**Run 1: clock network drawn from the DEF**

Drawn at 3 px/µm.
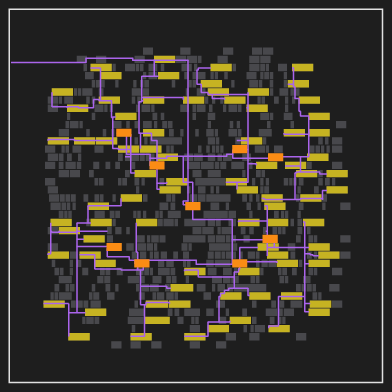
**Run 1: M1 wires**

Drawn at 2 px/µm. Supply wires on this layer in grey.
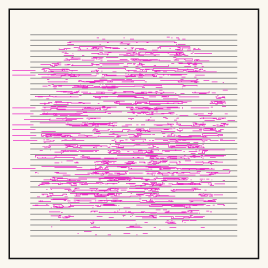
**Run 1: the clock network**

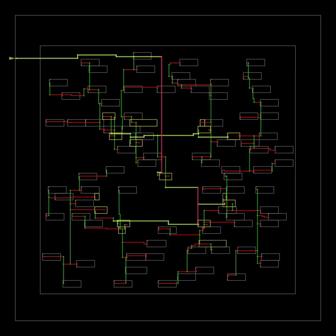
`config.mk`:
```
export PLATFORM = sky130hd
export DESIGN_NAME = bcd_serial_alu
export DESIGN_NICKNAME = d
export VERILOG_FILES = /design/src/rtl/bcd_serial_alu.sv
export SDC_FILE = /design/constraint.sdc
export NUM_CORES = 1
export LEC_CHECK = 0
export CAP_MARGIN = 20
export CELL_PAD_IN_SITES_DETAIL_PLACEMENT = 0
export CELL_PAD_IN_SITES_GLOBAL_PLACEMENT = 1
export CORE_MARGIN = 10
export CORE_UTILIZATION = 36
export DETAILED_ROUTE_END_ITERATION = 6
export GPL_TIMING_DRIVEN = 0
export PLACE_DENSITY_LB_ADDON = 0.12
export SYNTH_ARGS = -nofsm -noshare
export SYNTH_HDL_FRONTEND = slang
export SYNTH_SLANG_ARGS = --single-unit
export TNS_END_PERCENT = 50
```
`constraint.sdc`:
```
create_clock -name clk -period 3.3 [get_ports clk]
set_input_delay 0.66 -clock clk [delete_from_list [all_inputs] [get_ports clk]]
set_output_delay 0.66 -clock clk [all_outputs]
set_load 0.01 [all_outputs]
```
`src/rtl/bcd_serial_alu.sv`:
```
// Digit-serial 4-digit BCD add/subtract fed by the frame shifter's parallel outputs.
// Latency: done follows 37 edges after frame_start (41 with borrow, 34 on bad digit); no backpressure.
module bcd_serial_alu #(
  parameter int FRAME_LEN = 33,
  parameter int DIGITS    = 4
) (
  input  logic        clk,
  input  logic        rst,
  input  logic        frame_start,
  input  logic [15:0] bcd_A,
  input  logic [15:0] bcd_B,
  input  logic        ctrl,
  output logic [15:0] result,
  output logic        carry,
  output logic        neg,
  output logic        err,
  output logic        busy,
  output logic        done
);

  typedef enum logic [2:0] {IDLE, SHIFT, CALC, FIX, DONE} state_t;

  localparam logic [5:0] FRAME_CNT  = 6'(FRAME_LEN);
  localparam logic [1:0] LAST_DIGIT = 2'(DIGITS - 1);

  state_t      state, state_nxt;
  logic [5:0]  cnt;
  logic [1:0]  idx;
  logic [15:0] op_a, op_b, acc;
  logic        op_sub, bad, cin;

  logic [3:0]  a_term, b_term, digit;
  logic [4:0]  sum, sum_adj;
  logic        cout;
  logic [15:0] acc_shifted;

  function automatic logic has_bad_digit(input logic [15:0] v);
    logic r;
    r = 1'b0;
    for (int i = 0; i < 4; i++)
      if (v[i*4 +: 4] > 4'd9) r = 1'b1;
    return r;
  endfunction

  // Shared digit adder: operands in CALC, nines' complement of the raw result in FIX.
  always_comb begin
    a_term = op_a[3:0];
    b_term = op_sub ? (4'd9 - op_b[3:0]) : op_b[3:0];
    if (state == FIX) begin
      a_term = 4'd9 - acc[3:0];
      b_term = 4'd0;
    end
    sum     = {1'b0, a_term} + {1'b0, b_term} + {4'd0, cin};
    sum_adj = sum - 5'd10;
    cout    = (sum > 5'd9);
    digit   = cout ? sum_adj[3:0] : sum[3:0];
    acc_shifted = {digit, acc[15:4]};
  end

  always_comb begin
    state_nxt = state;
    case (state)
      IDLE:  if (frame_start) state_nxt = SHIFT;
      SHIFT: if (cnt == FRAME_CNT) state_nxt = CALC;
      CALC: begin
        if (bad)
          state_nxt = DONE;
        else if (idx == LAST_DIGIT)
          state_nxt = (!op_sub || cout) ? DONE : FIX;
      end
      FIX:   if (idx == LAST_DIGIT) state_nxt = DONE;
      DONE:  state_nxt = IDLE;
      default: state_nxt = IDLE;
    endcase
  end

  always_ff @(posedge clk) begin
    if (rst) state <= IDLE;
    else     state <= state_nxt;
  end

  assign busy = (state != IDLE);

  always_ff @(posedge clk) begin
    if (rst) begin
      cnt    <= '0;
      idx    <= '0;
      op_a   <= '0;
      op_b   <= '0;
      acc    <= '0;
      op_sub <= 1'b0;
      bad    <= 1'b0;
      cin    <= 1'b0;
      result <= '0;
      carry  <= 1'b0;
      neg    <= 1'b0;
      err    <= 1'b0;
      done   <= 1'b0;
    end else begin
      done <= 1'b0;
      case (state)
        IDLE: if (frame_start) cnt <= 6'd1;
        SHIFT: begin
          cnt <= cnt + 6'd1;
          if (cnt == FRAME_CNT) begin
            op_a   <= bcd_A;
            op_b   <= bcd_B;
            op_sub <= ctrl;
            cin    <= ctrl;
            bad    <= has_bad_digit(bcd_A) || has_bad_digit(bcd_B);
            idx    <= '0;
          end
        end
        CALC: begin
          if (bad) begin
            result <= '0;
            carry  <= 1'b0;
            neg    <= 1'b0;
            err    <= 1'b1;
            done   <= 1'b1;
          end else begin
            acc  <= acc_shifted;
            op_a <= {4'd0, op_a[15:4]};
            op_b <= {4'd0, op_b[15:4]};
            cin  <= cout;
            idx  <= idx + 2'd1;
            if (idx == LAST_DIGIT) begin
              if (!op_sub || cout) begin
                result <= acc_shifted;
                carry  <= op_sub ? 1'b0 : cout;
                neg    <= 1'b0;
                err    <= 1'b0;
                done   <= 1'b1;
              end else begin
                // Borrow out: raw result is A-B+10000, re-complement it in FIX.
                cin <= 1'b1;
                idx <= '0;
              end
            end
          end
        end
        FIX: begin
          acc <= acc_shifted;
          cin <= cout;
          idx <= idx + 2'd1;
          if (idx == LAST_DIGIT) begin
            result <= acc_shifted;
            carry  <= 1'b0;
            neg    <= 1'b1;
            err    <= 1'b0;
            done   <= 1'b1;
          end
        end
        default: ;
      endcase
    end
  end

endmodule

```
==> results.py, run 1 <==
# Physical implementation metrics
metrics = {
    "sta": {
        "setup_violations": 0,
        "fin_worst_hold_slack_ns": 0.453,
        "report.final.slew_viol_count": 0,
        "achievable-frequency_mhz": 313,
        "post-route-period-util_pct": 96.7,
        "min_period_ns": 3.19,
        "final_setup_slack_of_the_worst_path_ns": 0.108,
        "finalHoldViolations": 0,
    },
    "cells_and_area": {
        "seq-cell-share_pct": 32.8,
        "final-seq-area_um2": 1650,
        "layout_top_cell": "nand2_1",
        "layout.filler_cells": 1057,
        "clockNetworkAreaShare_pct": 4.36,
        "layout.area.comb_um2": 2100,
        "antenna_cells": 0,
        "largestClassByArea": "multi-input combinational cells",
        "finish.instance_area_um2": 5020,
        "nonClkBufAreaFrac_pct": 16.7,
        "comb.multi_input.count": 369,
        "final_net_count": 622,
        "comb-cell-share_pct": 41.9,
        "post_route_cells_drive_above_1_share_pct": 12.2,
        "seq_cells": 82,
    },
    "yosys": {
        "xor_share_pct": 1.10,
        "synthesis.area_um2": 3880,
        "synthMuxAreaShare_pct": 1.06,
        "post_synth_inst_count": 495,
        "synth.largest_area_cell": "dfxtp_1",
        "synth_flop_count": 82,
        "post-synth-top-count-cell": "nand2_1",
        "synthAoiAreaFrac_pct": 19.9,
        "top_cell_area_share_pct": 42.3,
        "yosys.area_share.simple_pct": 26.5,
        "yosys_cells": 495,
        "floorplan.nets": 542,
        "synth.avg_cell_area_um2": 7.85,
        "synth.top_cells.by_count": "112 x nand2_1, 82 x dfxtp_1, 53 x nor2_1, 35 x a21oi_1, 30 x o21ai_0",
        "number_of_different_library_cells_in_the_post_synthesis_netlist": 57,
        "yosys-top-cells-area": "dfxtp_1 42%, nand2_1 11%, a311oi_1 5.4%",
        "tally_of_yosys_warning_messages": 0,
        "synth-area-yosys_um2": 3880,
        "enable_flop_cells": 0,
        "ys_top_logic_family": "simple AND/OR/NAND/NOR gates",
        "yosys_most_used_dff": "dfxtp_1",
        "synth-adder-area-share_pct": 3.93,
        "async_set_or_reset_flop_fraction_in_the_synthesized_netlist_pct": 0,
    },
    "floorplan": {
        "fp_util_pct": 37.3,
        "dieWidth_um": 124,
        "floorplan.rows": 37,
        "total_die_size_um2": 15300,
        "floorplan.io_pins": 57,
        "core_um2": 10400,
        "tapcell.inserted": 136,
        "die-height_um": 124,
    },
    "power": {
        "seq_power_share_pct": 43.2,
        "powerSeq_w": 0.00109,
        "power_density_nw_per_um2": 504,
        "p_total_w": 0.00253,
        "switchingPower_w": 0.000779,
        "pwr-share-comb_pct": 24.7,
        "share_of_total_power_consumed_by_net_switching_pct": 30.8,
        "cellLeakagePower_nw": 1.83,
        "p_int_w": 0.00175,
        "power.combinational.total_w": 0.000624,
        "max-vdd-ir-drop_mv": 0.210,
    },
    "critical_path": {
        "worst_setup_path_start_kind": "flop",
        "critical_path.max_stage_delay_ns": 0.41,
        "critical_path.max_fanout": 7,
        "cp_data_arrival_time_ns": 3.48,
        "critPathRequiredTime_ns": 3.58,
        "worstPathCellList": "and2b_2, nand2_4, buf_4, nand2_2, fa_2, inv_1, fa_2, xnor2_4, ha_2, and2_1, a21oi_2, nand3b_4, and2_4, buf_6, a311o_1, a21oi_2",
        "worstSetupPathDepth": 16,
        "ws_path_type": "flop to flop",
        "timing.critical_path.slowest_stage_cell": "fa_2",
        "cp.buffers_inverters": 3,
        "worstSetupEndpointType": "flop",
        "crit_path_start": "state[2]$_SDFFE_PP0P_",
        "timing.critical_path.max_delay_family": "simple AND/OR/NAND/NOR gates",
    },
    "clocking": {
        "clock_tree.buffer_depth": 2,
        "path_clk_slew_ns": 0.08,
        "clock-root-buffer": "clkbuf_8",
        "cts_max_level": 3,
        "numClockSinks": 82,
    },
    "global_routing": {
        "via_count_of_the_first_global_routing_pass": 3729,
        "grt.met2_usage_pct": 25.2,
        "grt_start_max_net_pins": 14,
        "grt.met3_usage_pct": 4.25,
        "grt.overflow.total": 0,
        "grt_pass1_wl_mm": 18.4,
        "global_route.peak_usage_layer": "met2",
        "grt.total_usage_pct": 15.1,
        "grt_antenna_before_repair": 0,
    },
    "route": {
        "post_drt_via_cell_ratio": 5.21,
        "routedWlPerCell_um": 15.9,
        "met1_wire_length_mm": 5.19,
        "route.vias.total": 3731,
        "routed.top_layer": "met4",
        "drtIter0Drc": 206,
        "met3_length_um": 541,
        "detail_route.drc_violations": 0,
        "dr_wl_met2_mm": 5.48,
    },
    "job": {
        "cap_violations": 0,
        "warning_count": 27,
    },
    "min_path": {
        "worst_hold_startpoint": "op_a[13]$_SDFFE_PP0P_",
        "hold_path.class": "flop to flop",
        "min_path_cells": 2,
    },
    "place": {
        "port-buffer-count": 55,
        "postPlaceCellArea_um2": 4610,
        "finalWeightedCongestion": 0.872,
        "place_ws_ns": -0.380,
        "post-dp-hpwl_mm": 8.52,
    },
    "outcome": {
        "status": "completed",
    },
}
Back to the opening pictures, 'clock network drawn from the DEF':
Key: purple = clock wires [length 1100 µm]; orange = clock drivers [count 9]; yellow = flip-flops [count 82]
There are 10 routed clock nets.
Clock power frac: 32.1%
clock latency on the worst-skew pair: 0.35 ns
power in the clock group: 0.000813 W
worst clock skew on the final layout: 0.00660 ns

Back to the opening pictures, 'M1 wires':
The longest straight run is 52.9 µm. The wires run mostly horizontal. The layer holds 46% of the routed length. The layer carries 5190 µm of wire. 570 nets have wire on it.
met1 routing resource usage after global routing: 18.6%
DRT Wirelength: 11.4 mm

Back to the opening pictures, 'the clock network':
clock tree buffer count of the final layout: 11
CTS Buf Count: 9

## run 1: stage by stage
| step | instances | setup TNS (ns) |
|---|---|---|
| 2_1_floorplan | 495 | 0 |
| 3_3_place_gp | 686 | -5.93 |
| 3_5_place_dp | 686 | -6.85 |
| 4_1_cts | 707 | 0 |
| 5_1_grt | 716 | -0.0108 |
| 6_report | 716 | 0 |
## run 1: what timing repair did
action,in CTS,in global routing
gates resized,11,11
hold buffers,0,0
buffers inserted,4,10
pin swaps,2,5
setup endpoints to repair,26,26
cloned,1,0
## run 1: worst paths after layout
kind / end
setup / recovery: idx[0]$_SDFFE_PP0P_
hold / removal: op_a[13]$_SDFFE_PP0P_
setup reg to reg: idx[0]$_SDFFE_PP0P_
hold reg to reg: op_a[13]$_SDFFE_PP0P_
**Run 1: signal wires on met3**

Drawn at 4 px/µm.
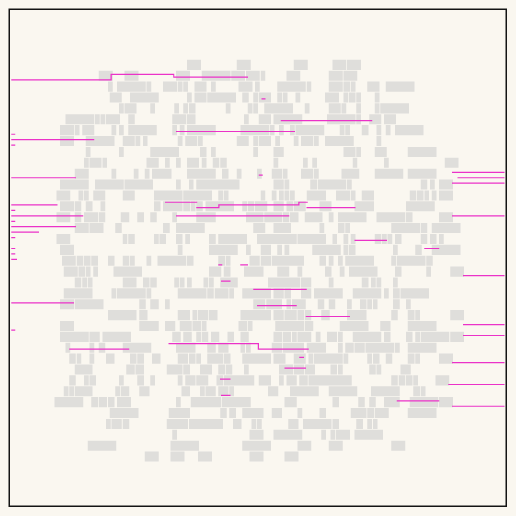

--- run 2 (diff from run 1) ---
--- a/config.mk
+++ b/config.mk
@@ -13,6 +13,7 @@
 export DETAILED_ROUTE_END_ITERATION = 6
 export GPL_TIMING_DRIVEN = 0
 export PLACE_DENSITY_LB_ADDON = 0.12
+export SKIP_CTS_REPAIR_TIMING = 1
 export SYNTH_ARGS = -nofsm -noshare
 export SYNTH_HDL_FRONTEND = slang
 export SYNTH_SLANG_ARGS = --single-unit
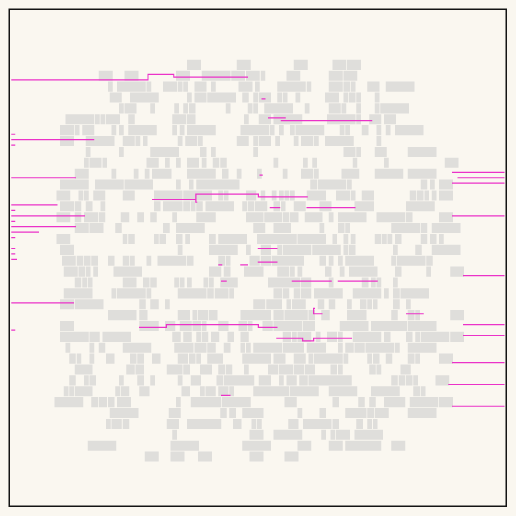
**Above:** run 2 (signal wires on met3).
Drawn at 4 px/µm.
The longest straight run is 34.0 µm. 37 nets have wire on it.
Vias: 3700
DRT Wirelength: 11.4 mm
GR Layer Usage met3: 4.21%

==> results.py, run 2 <==
# Physical implementation metrics
metrics = {
    "sta": {
        "finalHoldViolations": 0,
        "final_setup_slack_of_the_worst_path_ns": 0.113,
        "post-route-period-util_pct": 96.6,
        "report.final.slew_viol_count": 0,
        "finalSetupTns_ns": 0,
        "final.setup_skew_ns": 0.00639,
        "achievable-frequency_mhz": 314,
        "fin_worst_hold_slack_ns": 0.453,
        "min_period_ns": 3.19,
        "setup_violations": 0,
    },
    "yosys": {
        "synth_flop_count": 82,
        "async_set_or_reset_flop_fraction_in_the_synthesized_netlist_pct": 0,
        "floorplan.nets": 542,
        "yosys_cells": 495,
        "post_synth_inst_count": 495,
        "yosys.area_share.simple_pct": 26.5,
        "ys_top_logic_family": "simple AND/OR/NAND/NOR gates",
        "synth.avg_cell_area_um2": 7.85,
        "number_of_different_library_cells_in_the_post_synthesis_netlist": 57,
        "synthAoiAreaFrac_pct": 19.9,
        "enable_flop_cells": 0,
        "post-synth-top-count-cell": "nand2_1",
        "synth-adder-area-share_pct": 3.93,
        "yosys_most_used_dff": "dfxtp_1",
        "top_cell_area_share_pct": 42.3,
        "synthesis.area_um2": 3880,
        "yosys-top-cells-area": "dfxtp_1 42%, nand2_1 11%, a311oi_1 5.4%",
        "xor_share_pct": 1.10,
        "synth.largest_area_cell": "dfxtp_1",
        "synthMuxAreaShare_pct": 1.06,
        "synth.top_cells.by_count": "112 x nand2_1, 82 x dfxtp_1, 53 x nor2_1, 35 x a21oi_1, 30 x o21ai_0",
    },
    "clocking": {
        "cts_max_level": 3,
        "path_clk_slew_ns": 0.08,
        "clock-root-buffer": "clkbuf_8",
        "clock_tree.buffer_depth": 2,
        "cts_made_buffers": 9,
    },
    "cells_and_area": {
        "largestClassByArea": "multi-input combinational cells",
        "layout.filler_cells": 1046,
        "layout_top_cell": "nand2_1",
        "layout.area.comb_um2": 2100,
        "clockNetworkAreaShare_pct": 4.31,
        "non_clock_inverter_count": 11,
        "finish.instance_area_um2": 5070,
        "comb-cell-share_pct": 41.4,
        "n_clock_buffer": 11,
        "final_net_count": 620,
        "antenna_cells": 0,
        "number_of_cells_in_the_finished_layout_apart_from_fillers": 714,
        "post_route_cells_drive_above_1_share_pct": 12.1,
        "final-seq-area_um2": 1650,
        "nonClkBufAreaFrac_pct": 17.7,
        "seq-cell-share_pct": 32.5,
        "comb.multi_input.count": 369,
    },
    "critical_path": {
        "cp_data_arrival_time_ns": 3.42,
        "worstSetupEndpointType": "flop",
        "critPathRequiredTime_ns": 3.53,
        "timing.critical_path.slowest_stage_cell": "fa_2",
        "critical_path.max_fanout": 7,
        "worst_setup_path_start_kind": "flop",
        "worstPathCellList": "and2b_2, nand2_4, buf_12, nand2_2, fa_2, inv_2, fa_2, inv_2, ha_2, and2_4, a21oi_4, nand3b_4, a31oi_4, buf_12, buf_8, a2bb2oi_2, nor2_1",
    },
    "global_routing": {
        "grt.overflow.total": 0,
        "grt_pass1_wl_mm": 18.2,
        "grt.met2_usage_pct": 25.1,
        "grt_use_met1_pct": 18.3,
        "grt_antenna_before_repair": 0,
        "grt_start_max_net_pins": 14,
        "global_route.peak_usage_layer": "met2",
        "grt.total_usage_pct": 14.9,
        "via_count_of_the_first_global_routing_pass": 3683,
    },
    "job": {
        "cap_violations": 0,
        "warning_count": 27,
    },
    "power": {
        "p_total_w": 0.00255,
        "share_of_total_power_consumed_by_net_switching_pct": 30.8,
        "clockPowerShare_pct": 31.9,
        "powerSeq_w": 0.00109,
        "cellLeakagePower_nw": 1.84,
        "power_density_nw_per_um2": 503,
        "max-vdd-ir-drop_mv": 0.215,
        "pwr-share-comb_pct": 25.3,
        "power.combinational.total_w": 0.000645,
        "p_int_w": 0.00177,
        "switchingPower_w": 0.000787,
        "seq_power_share_pct": 42.8,
    },
    "outcome": {
        "status": "completed",
    },
    "floorplan": {
        "fp_util_pct": 37.3,
        "total_die_size_um2": 15300,
        "die-height_um": 124,
        "dieWidth_um": 124,
        "core_um2": 10400,
        "floorplan.rows": 37,
        "tapcell.inserted": 136,
        "floorplan.io_pins": 57,
    },
    "min_path": {
        "hold_path.class": "flop to flop",
    },
    "place": {
        "place_ws_ns": -0.380,
        "finalWeightedCongestion": 0.872,
        "postPlaceCellArea_um2": 4610,
        "post-dp-hpwl_mm": 8.52,
        "placed_cells": 686,
        "port-buffer-count": 55,
    },
    "route": {
        "dr_wl_met2_mm": 5.49,
        "post_drt_via_cell_ratio": 5.18,
        "detail_route.drc_violations": 0,
        "drtIter0Drc": 189,
        "routed.top_layer": "met4",
        "routedWlPerCell_um": 15.9,
        "met1_wire_length_mm": 5.27,
    },
}
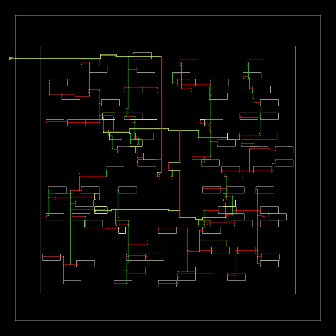
**Above:** run 2 (the clock network).
layout sequential cell count: 82
clock latency on the worst-skew pair: 0.36 ns
power in the clock group: 0.000815 W
clock sink count: 82

run 2: final timing paths:
check	startpoint	endpoint	cells past startpoint
hold / removal	op_a[13]$_SDFFE_PP0P_	op_a[13]$_SDFFE_PP0P_	2
hold reg to reg	op_a[13]$_SDFFE_PP0P_	op_a[13]$_SDFFE_PP0P_	2
setup reg to reg	state[2]$_SDFFE_PP0P_	carry$_SDFFE_PP0P_	17
setup / recovery	state[2]$_SDFFE_PP0P_	carry$_SDFFE_PP0P_	17
run 2: critical path, delay by kind of cell (launching register included):
family / cells / cell delay (ns)
AND-OR/OR-AND: 3 / 0.50
buffers and inverters: 5 / 0.52
adder cells (fa/ha/maj): 3 / 0.95
AND/OR/NAND/NOR: 6 / 0.71
flip-flops: 1 / 0.36
**Run 2: M1 wires**

Drawn at 2 px/µm. Supply wires on this layer in grey.
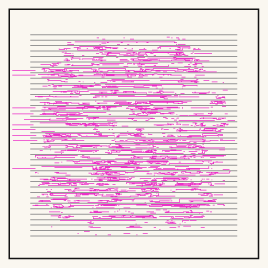

--- run 3 (diff from run 2) ---
--- a/config.mk
+++ b/config.mk
@@ -13,6 +13,7 @@
 export DETAILED_ROUTE_END_ITERATION = 6
 export GPL_TIMING_DRIVEN = 0
 export PLACE_DENSITY_LB_ADDON = 0.12
+export SETUP_SLACK_MARGIN = 0.1
 export SKIP_CTS_REPAIR_TIMING = 1
 export SYNTH_ARGS = -nofsm -noshare
 export SYNTH_HDL_FRONTEND = slang
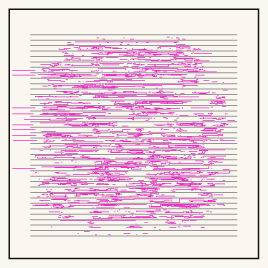
**Above:** run 3 (M1 wires).
Drawn at 2 px/µm. Supply wires on this layer in grey.
567 nets have wire on it. The longest straight run is 52.0 µm. The wires run mostly horizontal.
DRT Wirelength: 11.4 mm
met1 routing resource usage after global routing: 18.3%
Vias: 3721

==> results.py, run 3 <==
# Physical implementation metrics
metrics = {
    "route": {
        "post_drt_via_cell_ratio": 5.18,
        "routedWlPerCell_um": 15.9,
        "detail_route.drc_violations": 0,
        "met1_wire_length_mm": 5.22,
        "routed.top_layer": "met4",
        "dr_wl_met2_mm": 5.53,
    },
    "power": {
        "cellLeakagePower_nw": 1.86,
        "max-vdd-ir-drop_mv": 0.210,
        "p_total_w": 0.00260,
        "seq_power_share_pct": 42.1,
        "p_int_w": 0.00180,
        "power_density_nw_per_um2": 507,
        "pwr-share-comb_pct": 26.4,
    },
    "clocking": {
        "clock-root-buffer": "clkbuf_8",
        "tritoncts": "built",
        "numClockSinks": 82,
        "clock.latency.late_pin_ns": 0.36,
        "cts_made_buffers": 9,
        "clock_tree.buffer_depth": 2,
        "cts_max_level": 3,
    },
    "floorplan": {
        "floorplan.io_pins": 57,
        "floorplan.rows": 37,
        "fp_util_pct": 37.3,
        "dieWidth_um": 124,
        "tapcell.inserted": 136,
        "die-height_um": 124,
        "total_die_size_um2": 15300,
        "core_um2": 10400,
    },
    "job": {
        "cap_violations": 0,
        "warning_count": 28,
    },
    "critical_path": {
        "critPathRequiredTime_ns": 3.54,
        "worst_setup_path_start_kind": "flop",
        "cp.buffers_inverters": 4,
        "critical_path.max_stage_delay_ns": 0.56,
        "timing.critical_path.slowest_stage_cell": "fa_2",
        "timing.critical_path.max_delay_family": "adder cells",
        "cp_data_arrival_time_ns": 3.39,
        "worstSetupEndpointType": "flop",
        "critical_path.max_fanout": 7,
        "timing.rr.start": "state[2]$_SDFFE_PP0P_",
        "r2r.worst_path.cells": 17,
        "worstSetupPathDepth": 17,
        "crit_path_start": "state[2]$_SDFFE_PP0P_",
    },
    "sta": {
        "final_setup_slack_of_the_worst_path_ns": 0.149,
        "fin_worst_hold_slack_ns": 0.451,
        "min_period_ns": 3.15,
        "finalHoldViolations": 0,
        "setup_violations": 0,
        "post-route-period-util_pct": 95.5,
        "finalSetupTns_ns": 0,
        "report.final.slew_viol_count": 0,
    },
    "yosys": {
        "floorplan.nets": 542,
        "post_synth_inst_count": 495,
        "synth.avg_cell_area_um2": 7.85,
        "number_of_different_library_cells_in_the_post_synthesis_netlist": 57,
        "synth-adder-area-share_pct": 3.93,
        "synthesis.area_um2": 3880,
        "synth.top_cells.by_count": "112 x nand2_1, 82 x dfxtp_1, 53 x nor2_1, 35 x a21oi_1, 30 x o21ai_0",
        "synthAoiAreaFrac_pct": 19.9,
        "top_cell_area_share_pct": 42.3,
        "yosys.area_share.simple_pct": 26.5,
        "post-synth-top-count-cell": "nand2_1",
        "synth.largest_area_cell": "dfxtp_1",
        "async_set_or_reset_flop_fraction_in_the_synthesized_netlist_pct": 0,
        "yosys-top-cells-area": "dfxtp_1 42%, nand2_1 11%, a311oi_1 5.4%",
        "yosys_most_used_dff": "dfxtp_1",
        "xor_share_pct": 1.10,
        "synth_flop_count": 82,
        "ys_top_logic_family": "simple AND/OR/NAND/NOR gates",
        "synthMuxAreaShare_pct": 1.06,
    },
    "cells_and_area": {
        "nonClkBufAreaFrac_pct": 18.0,
        "non_clock_inverter_count": 11,
        "finish.instance_area_um2": 5120,
        "layout_top_cell": "nand2_1",
        "comb-cell-share_pct": 41.4,
        "antenna_cells": 0,
        "n_clock_buffer": 11,
        "final-seq-area_um2": 1650,
        "seq_cells": 82,
        "comb.multi_input.count": 369,
        "clockNetworkAreaShare_pct": 4.28,
        "post_route_cells_drive_above_1_share_pct": 12.9,
        "seq-cell-share_pct": 32.2,
        "number_of_cells_in_the_finished_layout_apart_from_fillers": 718,
        "layout.filler_cells": 1038,
        "layout.area.comb_um2": 2120,
        "largestClassByArea": "multi-input combinational cells",
    },
    "place": {
        "place_ws_ns": -0.380,
        "finalWeightedCongestion": 0.872,
        "post-dp-hpwl_mm": 8.52,
        "port-buffer-count": 55,
        "postPlaceCellArea_um2": 4610,
        "placed_cells": 686,
    },
    "global_routing": {
        "grt.met3_usage_pct": 4.21,
        "grt.total_usage_pct": 14.9,
        "global_route.peak_usage_layer": "met2",
        "via_count_of_the_first_global_routing_pass": 3683,
        "grt.met2_usage_pct": 25.1,
        "grt_pass1_wl_mm": 18.2,
    },
    "min_path": {
        "min_path_cells": 2,
    },
    "outcome": {
        "status": "completed",
    },
}
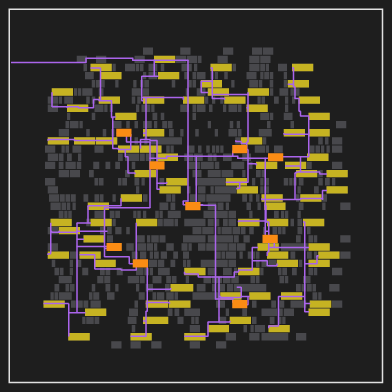
**Above:** run 3 (clock network drawn from the DEF).
Drawn at 3 px/µm.
Key: orange = clock drivers [count 9]; purple = clock wires [length 1140 µm]; yellow = flip-flops [count 82]
There are 10 routed clock nets.
power in the clock group: 0.000818 W
Clock power frac: 31.5%
worst clock skew on the final layout: 0.00649 ns

run 3: power groups by stage:
stage | sequential, W | clock, W | combinational [W]
after floorplan | 0.00110 | 0 | 0.000406
after detailed placement | 0.00111 | 0 | 0.000575
after global placement | 0.00111 | 0 | 0.000573
after CTS | 0.00109 | 0.000831 | 0.000577
after global routing | 0.00110 | 0.000870 | 0.000765
final | 0.00109 | 0.000818 | 0.000686
run 3: worst paths after layout:
check	end	slack, ns
max	carry$_SDFFE_PP0P_	0.15
min	result[0]$_SDFFE_PP0P_	0.45
max reg2reg	carry$_SDFFE_PP0P_	0.15
min reg2reg	result[0]$_SDFFE_PP0P_	0.45
run 3: tightest hold or removal path, stage by stage, from the launching register on:
cell and delay (ns):
dfxtp_1 0.31, nand2_1 0.05, o21ai_1 0.05
Power figures rest on the tool's default switching activity, not on a simulated workload.
